### Cells by drive strength

Bar = 20 microns.
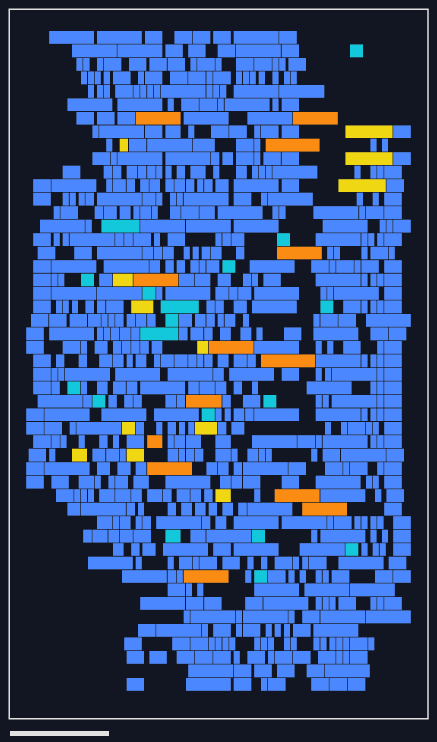
### I/O pins on the die edge

Pins as bars across the die edge, other pins in grey.
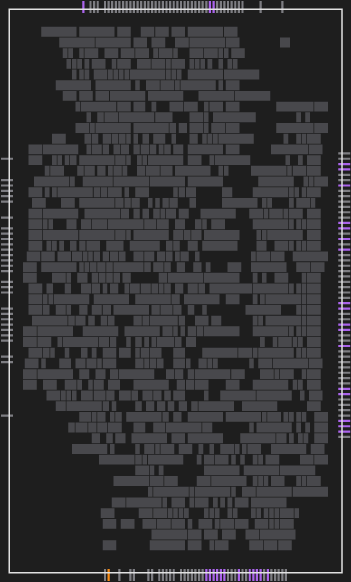
### Routed clock nets over the placement

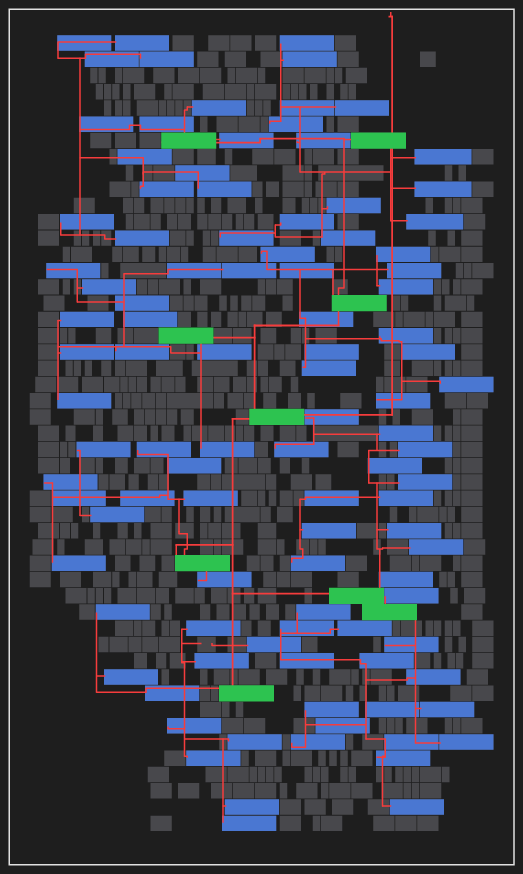
### Met4 routing

Bar = 20 microns.
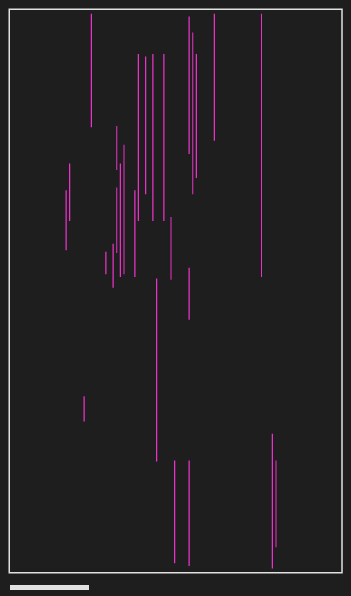
### Clock nets

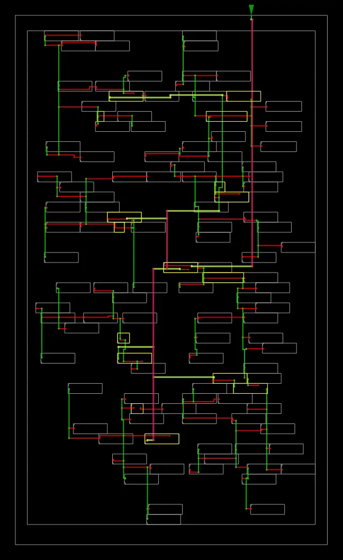
Design instruction_fetch, sky130hd; sources not shown.
==> Changelog: implementation <==
### Metrics

* Mean Syn Cell Area at 8.71 sq um
* Total tool warning count at 26
* Number of nets with antenna violations after detailed routing at 0
* MaxCap Viol Count at 0
* Fraction of the yosys area taken by sequential cells at 53.1%
* Period minus WS final at 3110 ps
* GPL Wtd Cong at 0.926
* Synth Register Bits at 102
* Worst hold path depth at 2
* Leakage at 3.13 nW
* Net count entering floorplan at 625
* Crit Path Class: reg -> out
* Capturing element type of the critical path: primary output
* Total number of clock tree sinks at 102
* Bufs on Longest Clock Path at 2
* Share of layout cells above drive strength 1 at 6.01%
* Least-Margin Pin Slew at 956 ps
* H-tree depth at 3
* Post-layout net count at 783
* Via count of the first global-routing pass at 4880
* Clock tree from TritonCTS: built
* Placement row count at 49
* Most frequent cells in the layout: nand2_1 (200), clkdlybuf4s50_1 (168), dfrtp_1 (99)
* Register-to-register path setup slack at 1090 ps
* Total buffers and inverters traversed by the critical path at 1
* Status: finished clean
* IO Pins at 170
* Total global routing track utilization at 25.0%
* Crit path largest cell delay at 620 ps
* Total of hold buffers inserted after clock tree synthesis at 0
* Routed vias/inst at 5.76
* Family with the most delay on the worst path: buffers and inverters
* Highest-count logic cell in the final layout: nand2_1
* Post-synth EDFFs at 0
* Routed len/inst at 17.9 microns
* Cell depth of the worst flop-to-flop path at 6
* Synth async-reset ratio at 100%
* Power, Total at 0.00219 W
* Largest net degree at the start of global routing at 76
* Yosys warns at 0
* Number of distinct library cells after synthesis at 54
* Count of inserted antenna diode cells at 0
* Required time at the worst-slack endpoint at 2700 ps
* Cells resized by post-CTS repair at 0
* Cell total in the yosys stat output at 553
* Synthesized area at 4820 sq um
* Hold violation total from the final report at 0
* Hold WC Path Type: reg -> reg
* Unrepaired setup endpoints after global routing: false
Back to the opening pictures, 'Cells by drive strength':
_6 and larger -> orange  # cells 13, share 1.8%, most used clkbuf_16
_3 and _4 cells -> cyan  # cells 18, share 2.5%, most used buf_4
_2 cells -> yellow  # cells 12, share 1.7%, most used dfstp_2
_0 and _1 cells -> blue  # cells 673, share 94%, most used nand2_1
non-clock buffer count: 181
setup ws final: 689 ps
post-route standard cell area excluding fillers: 6950 sq um
relative area change from synthesis to final layout: 44.2%

Back to the opening pictures, 'I/O pins on the die edge':
imem_rvalid -> orange  # pins 1, direction input, edge bottom
imem_rdata -> purple  # pins 32, direction input, edge 17 right, 12 bottom, 3 top
Port Buffers: 169
height of the die: 143 microns
DIE WIDTH: 84.2 microns

Back to the opening pictures, 'Routed clock nets over the placement':
clock drivers -> green  # count 9
flip-flops -> blue  # count 102
clock wires -> red  # length 1150 microns
flops lie = spread over the die
routed clock nets = 10
Clk pwr share: 45.0%
Clk Latency, worst-skew pair: 350 ps
Clock net power: 0.000985 W

Back to the opening pictures, 'Met4 routing':
nets with wire on the layer = 26
wire length on this layer = 740 microns
via count: 4854
wire length after detailed routing: 15.1 mm

Back to the opening pictures, 'Clock nets':
Layout clock buffers: 9
total clock buffers created by CTS: 9
FFs & Latches: 102

==> stage by stage <==
stage	hold slack, ps	utilization (%)	setup WS (ps)	instance area, sq um	cells
3_3_place_gp	299	64.0	521	6630	827
6_report	312	67.1	689	6950	843
3_5_place_dp	305	64.0	422	6630	827
5_1_grt	337	67.1	564	6950	843
4_1_cts	317	67.1	677	6950	843
2_1_floorplan	342	-	1180	4820	553
==> power by group <==
part / total, W / internal, W / switching, W
logic: 0.000121 / 0.0000700 / 0.0000511
clock network: 0.000985 / 0.000579 / 0.000406
registers: 0.00109 / 0.00109 / 0.000000000000177
==> worst reg2reg max path, delay by kind of cell (launching register included) <==
family	cells	cell delay, ps
and+or+nand+nor	5	1760
DFF	1	480
adders and majority gates	1	240
==> kinds of logic (layout without fill, tap and decap cells) <==
group	after synthesis	count (layout)	synth area share [%]
compound gates	95	95	12.9
flops	102	102	53.1
mux	4	4	0.857
simple gates	307	307	29.1
buf+inv	44	207	3.87
fa+ha+maj	1	1	0.260
==> per-layer routing <==
| metal | vias up | track usage [%] | wire, microns |
|---|---|---|---|
| li1 | 2221 | - | - |
| met3 | 61 | 5.31 | 996 |
| met4 | 0 | 13.9 | 739 |
| met5 | - | 0 | 0 |
| met2 | 269 | 44.7 | 7990 |
| met1 | 2303 | 27.1 | 5330 |
==> cells in the mapped netlist (3+ instances only) <==
| cell type | number | area (sq um) |
|---|---|---|
| o21ai_1 | 7 | 35.0 |
| nand4_1 | 12 | 75.1 |
| o22ai_1 | 13 | 81.3 |
| inv_1 | 9 | 33.8 |
| a21oi_1 | 15 | 75.1 |
| o21a_1 | 3 | 22.5 |
| dfrtp_1 | 99 | 2480 |
| buf_1 | 4 | 15.0 |
| clkbuf_1 | 18 | 67.6 |
| nand2_1 | 200 | 751 |
| dfstp_2 | 3 | 78.8 |
| nor2_1 | 22 | 82.6 |
| nor2b_1 | 6 | 37.5 |
| or4_1 | 6 | 45.0 |
| o32ai_1 | 4 | 35.0 |
| a22oi_1 | 9 | 67.6 |
| nand3_1 | 19 | 95.1 |
| a32oi_1 | 3 | 26.3 |
| nor3_1 | 16 | 80.1 |
| a31oi_1 | 3 | 18.8 |
| o21ai_0 | 17 | 85.1 |
| and4_1 | 4 | 35.0 |
| and2_1 | 3 | 18.8 |
| and3_1 | 3 | 18.8 |
| nor4_1 | 3 | 18.8 |
| buf_2 | 11 | 55.1 |
| mux2i_1 | 3 | 30.0 |
==> cell type report <==
class | instances | area [sq um]
fill | 779 | 3410
sequential | 102 | 2560
multi-input combinational | 407 | 2080
timing repair buffer | 181 | 1790
clock buffer | 9 | 225
tap | 127 | 159
clock inverter | 7 | 97.6
inverter | 10 | 37.5
Power figures rest on the tool's default switching activity, not on a simulated workload.
